clocks.png
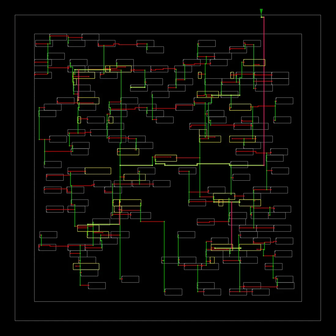
wires.png
Only two layers are drawn.
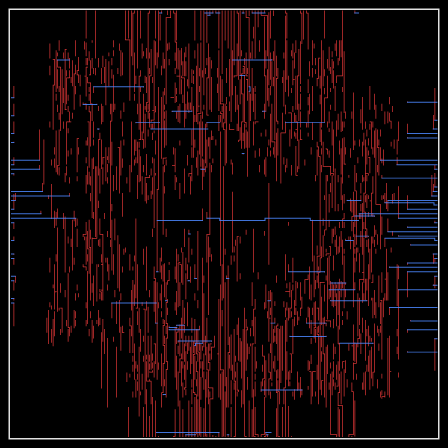
cell_density.png
The bar under the picture is 50 um long. 13 x 13 tiles, from dark purple (low) to yellow (high), 0 to 100% covered.
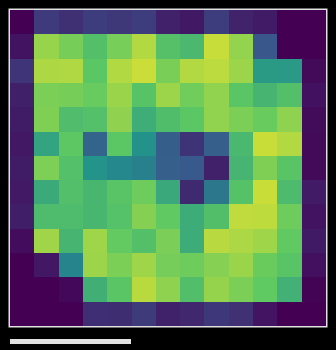
metal_density.png
26 x 26 tiles, from dark purple (low) to yellow (high), scaled to the fullest tile. Values are wire area over tile area, all layers added.
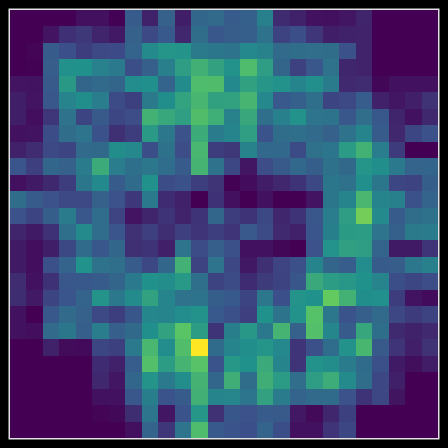
flops_by_reg.png
The bar under the picture is 50 um long. Other sequential cells in the stronger gray, the rest of the logic in the fainter gray.
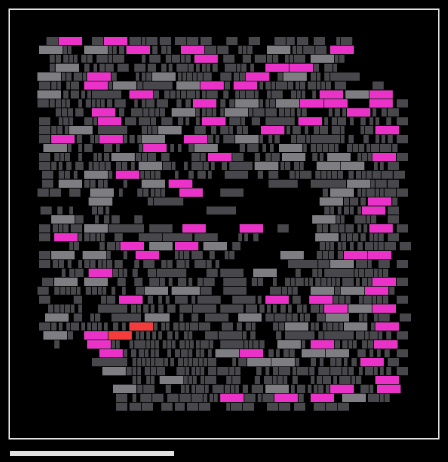
## config.mk

```make
export PLATFORM = sky130hd
export DESIGN_NAME = pipe_stage_skid
export DESIGN_NICKNAME = d
export VERILOG_FILES = /design/src/rtl/pipe_stage_skid.sv
export SDC_FILE = /design/constraint.sdc
export NUM_CORES = 1
export LEC_CHECK = 0
export ABC_AREA = 1
export CORE_MARGIN = 8
export CORE_UTILIZATION = 50
export CTS_BUF_LIST = sky130_fd_sc_hd__clkbuf_16
export CTS_CLUSTER_DIAMETER = 150
export DETAILED_ROUTE_END_ITERATION = 12
export PLACE_DENSITY = 0.86
export SLEW_MARGIN = 20
export SYNTH_ARGS = -nofsm -noshare
export SYNTH_HDL_FRONTEND = slang
export SYNTH_SLANG_ARGS = --single-unit
```

## constraint.sdc

```tcl
create_clock -name clk_i -period 1.8 [get_ports clk_i]
set_input_delay 0.27 -clock clk_i [delete_from_list [all_inputs] [get_ports clk_i]]
set_output_delay 0.27 -clock clk_i [all_outputs]
set_load 0.01 [all_outputs]
```

## src/rtl/pipe_stage_skid.sv

```systemverilog
// rtl/pipe_stage_skid.sv - two-slot skid pipeline stage with stall, flush and bubble insertion
module pipe_stage_skid #(
    parameter int CTRL_W = 2,
    parameter int DATA_W = 69
) (
    input  logic              clk_i,
    input  logic              rst_i,
    input  logic              in_valid_i,
    output logic              in_ready_o,
    input  logic [CTRL_W-1:0] in_ctrl_i,
    input  logic [DATA_W-1:0] in_data_i,
    input  logic              stall_i,
    input  logic              flush_i,
    output logic              out_valid_o,
    input  logic              out_ready_i,
    output logic [CTRL_W-1:0] out_ctrl_o,
    output logic [DATA_W-1:0] out_data_o,
    output logic [1:0]        count_o
);

    // Encoding doubles as the held-entry count.
    typedef enum logic [1:0] {
        S_EMPTY = 2'd0,
        S_ONE   = 2'd1,
        S_TWO   = 2'd2
    } state_t;

    state_t              r_state;
    state_t              w_state_nxt;
    logic                r_head_valid;
    logic                w_head_valid_nxt;
    logic [CTRL_W-1:0]   r_head_ctrl;
    logic [CTRL_W-1:0]   w_head_ctrl_nxt;
    logic [DATA_W-1:0]   r_head_data;
    logic [DATA_W-1:0]   w_head_data_nxt;
    logic [CTRL_W-1:0]   r_skid_ctrl;
    logic [CTRL_W-1:0]   w_skid_ctrl_nxt;
    logic [DATA_W-1:0]   r_skid_data;
    logic [DATA_W-1:0]   w_skid_data_nxt;
    logic                w_in_xfer;
    logic                w_out_xfer;

    // Ready depends only on registered state and stall, so upstream sees no loop through this stage.
    assign in_ready_o  = (r_state != S_TWO) & ~stall_i;
    assign w_in_xfer   = in_valid_i & in_ready_o & ~flush_i;
    assign w_out_xfer  = r_head_valid & out_ready_i & ~stall_i & ~flush_i;

    assign out_valid_o = r_head_valid;
    assign out_ctrl_o  = r_head_ctrl;
    assign out_data_o  = r_head_data;
    assign count_o     = r_state;

    // Next-state and slot contents: flush beats stall beats normal flow; payload is never cleared here.
    always_comb begin
        w_state_nxt      = r_state;
        w_head_valid_nxt = r_head_valid;
        w_head_ctrl_nxt  = r_head_ctrl;
        w_head_data_nxt  = r_head_data;
        w_skid_ctrl_nxt  = r_skid_ctrl;
        w_skid_data_nxt  = r_skid_data;
        if (flush_i) begin
            w_state_nxt      = S_EMPTY;
            w_head_valid_nxt = 1'b0;
            w_head_ctrl_nxt  = '0;
            w_skid_ctrl_nxt  = '0;
        end else if (!stall_i) begin
            case (r_state)
                S_EMPTY: begin
                    if (w_in_xfer) begin
                        w_state_nxt      = S_ONE;
                        w_head_valid_nxt = 1'b1;
                        w_head_ctrl_nxt  = in_ctrl_i;
                        w_head_data_nxt  = in_data_i;
                    end
                end
                S_ONE: begin
                    if (w_in_xfer && w_out_xfer) begin
                        w_head_ctrl_nxt = in_ctrl_i;
                        w_head_data_nxt = in_data_i;
                    end else if (w_in_xfer) begin
                        w_state_nxt     = S_TWO;
                        w_skid_ctrl_nxt = in_ctrl_i;
                        w_skid_data_nxt = in_data_i;
                    end else if (w_out_xfer) begin
                        // Head drains: ctrl goes to zero to form a bubble, data keeps its last value.
                        w_state_nxt      = S_EMPTY;
                        w_head_valid_nxt = 1'b0;
                        w_head_ctrl_nxt  = '0;
                    end
                end
                S_TWO: begin
                    // Skid only reaches head through an output transfer; no input is accepted while full.
                    if (w_out_xfer) begin
                        w_state_nxt     = S_ONE;
                        w_head_ctrl_nxt = r_skid_ctrl;
                        w_head_data_nxt = r_skid_data;
                    end
                end
                default: begin
                    w_state_nxt      = S_EMPTY;
                    w_head_valid_nxt = 1'b0;
                    w_head_ctrl_nxt  = '0;
                    w_skid_ctrl_nxt  = '0;
                end
            endcase
        end
    end

    // State and slot registers with synchronous reset that clears every held entry.
    always_ff @(posedge clk_i) begin
        if (rst_i) begin
            r_state      <= S_EMPTY;
            r_head_valid <= 1'b0;
            r_head_ctrl  <= '0;
            r_head_data  <= '0;
            r_skid_ctrl  <= '0;
            r_skid_data  <= '0;
        end else begin
            r_state      <= w_state_nxt;
            r_head_valid <= w_head_valid_nxt;
            r_head_ctrl  <= w_head_ctrl_nxt;
            r_head_data  <= w_head_data_nxt;
            r_skid_ctrl  <= w_skid_ctrl_nxt;
            r_skid_data  <= w_skid_data_nxt;
        end
    end

endmodule

```

==> qor.yml <==
critical_path:
  r2r_slack_ps: 290
  reg2reg_from: "count_o[1]"
  crit_buf_inv: 1
  timing.rr.end: "out_data_o[0]"
  cp.arrival_ps: 1360
  r2r_cells: 9
  crit_type: "reg -> out"
  worst-path-max-fanout: 2
drt:
  dr.first_iter.drc_count: 573
  viasPerCell: 5.04
  routed.top_layer: "met4"
  wl_met1_um: 7220
cells_and_area:
  final_nets: 1134
  ff_count: 145
  syn_to_final_growth_pct: 36.8
  final_common_cell: "nand2_1"
global_route:
  grt_max_degree: 81
  busiest_layer: "met2"
  grt_pass1_vias: 5699
  antenna_found_initial: 0
  grt_pass1_wl_um: 27200
  overflow: 0
timing:
  tns_ps: 0
  maxSlewViolCount: 0
  rsz0062_at_grt: "false"
min_path:
  hold_depth: 2
clocking:
  post_cts_buffers: 0
  cts_tree: "done"
power_and_ir_drop:
  top_power_group: "sequential cells"
  clkPwrFrac: 0.420
  power_clock_mw: 3.44
placed_design:
  portBuffers: 151
  placedCellCount: 1214
synth:
  synth.distinct_cells: 15
  synthesis.instances: 932
  synth.top_cells.by_count: "nand2_1 (171), dfxtp_1 (145), a21oi_1 (143)"
die:
  io_pins: 152
  taps: 176
  rows: 42
outcome:
  outcome: "finished clean"
About clocks.png:
Latency at later pin: 410 ps
Worst Clk Skew: 8.83 ps
TritonCTS Buffers: 17
# clock sinks: 145

About wires.png:
[metal 3] blue | wire length: 708 um
[metal 2] red | wire length: 8200 um
drt total wl: 16700 um
via count: 6277
Tot GR Track Use: 0.199

About cell_density.png:
emptiest ninth of the die: south-west
tiles over 75% full: 35%
fullest tile: 92%
nearly empty tiles: 8.3%
mean over tiles: 51%

About metal_density.png:
nearly empty tiles: 12%
mean over tiles: 0.16
fullest tile: 0.57
emptiest ninth of the die: south-west
tiles over half the peak: 14%
DR WL/cell: 13.4 um

About flops_by_reg.png:
[r_skid_ctrl] red | sequential cells: 2
[out_data_o] magenta | sequential cells: 69 | where: all over the die
not colored: 74

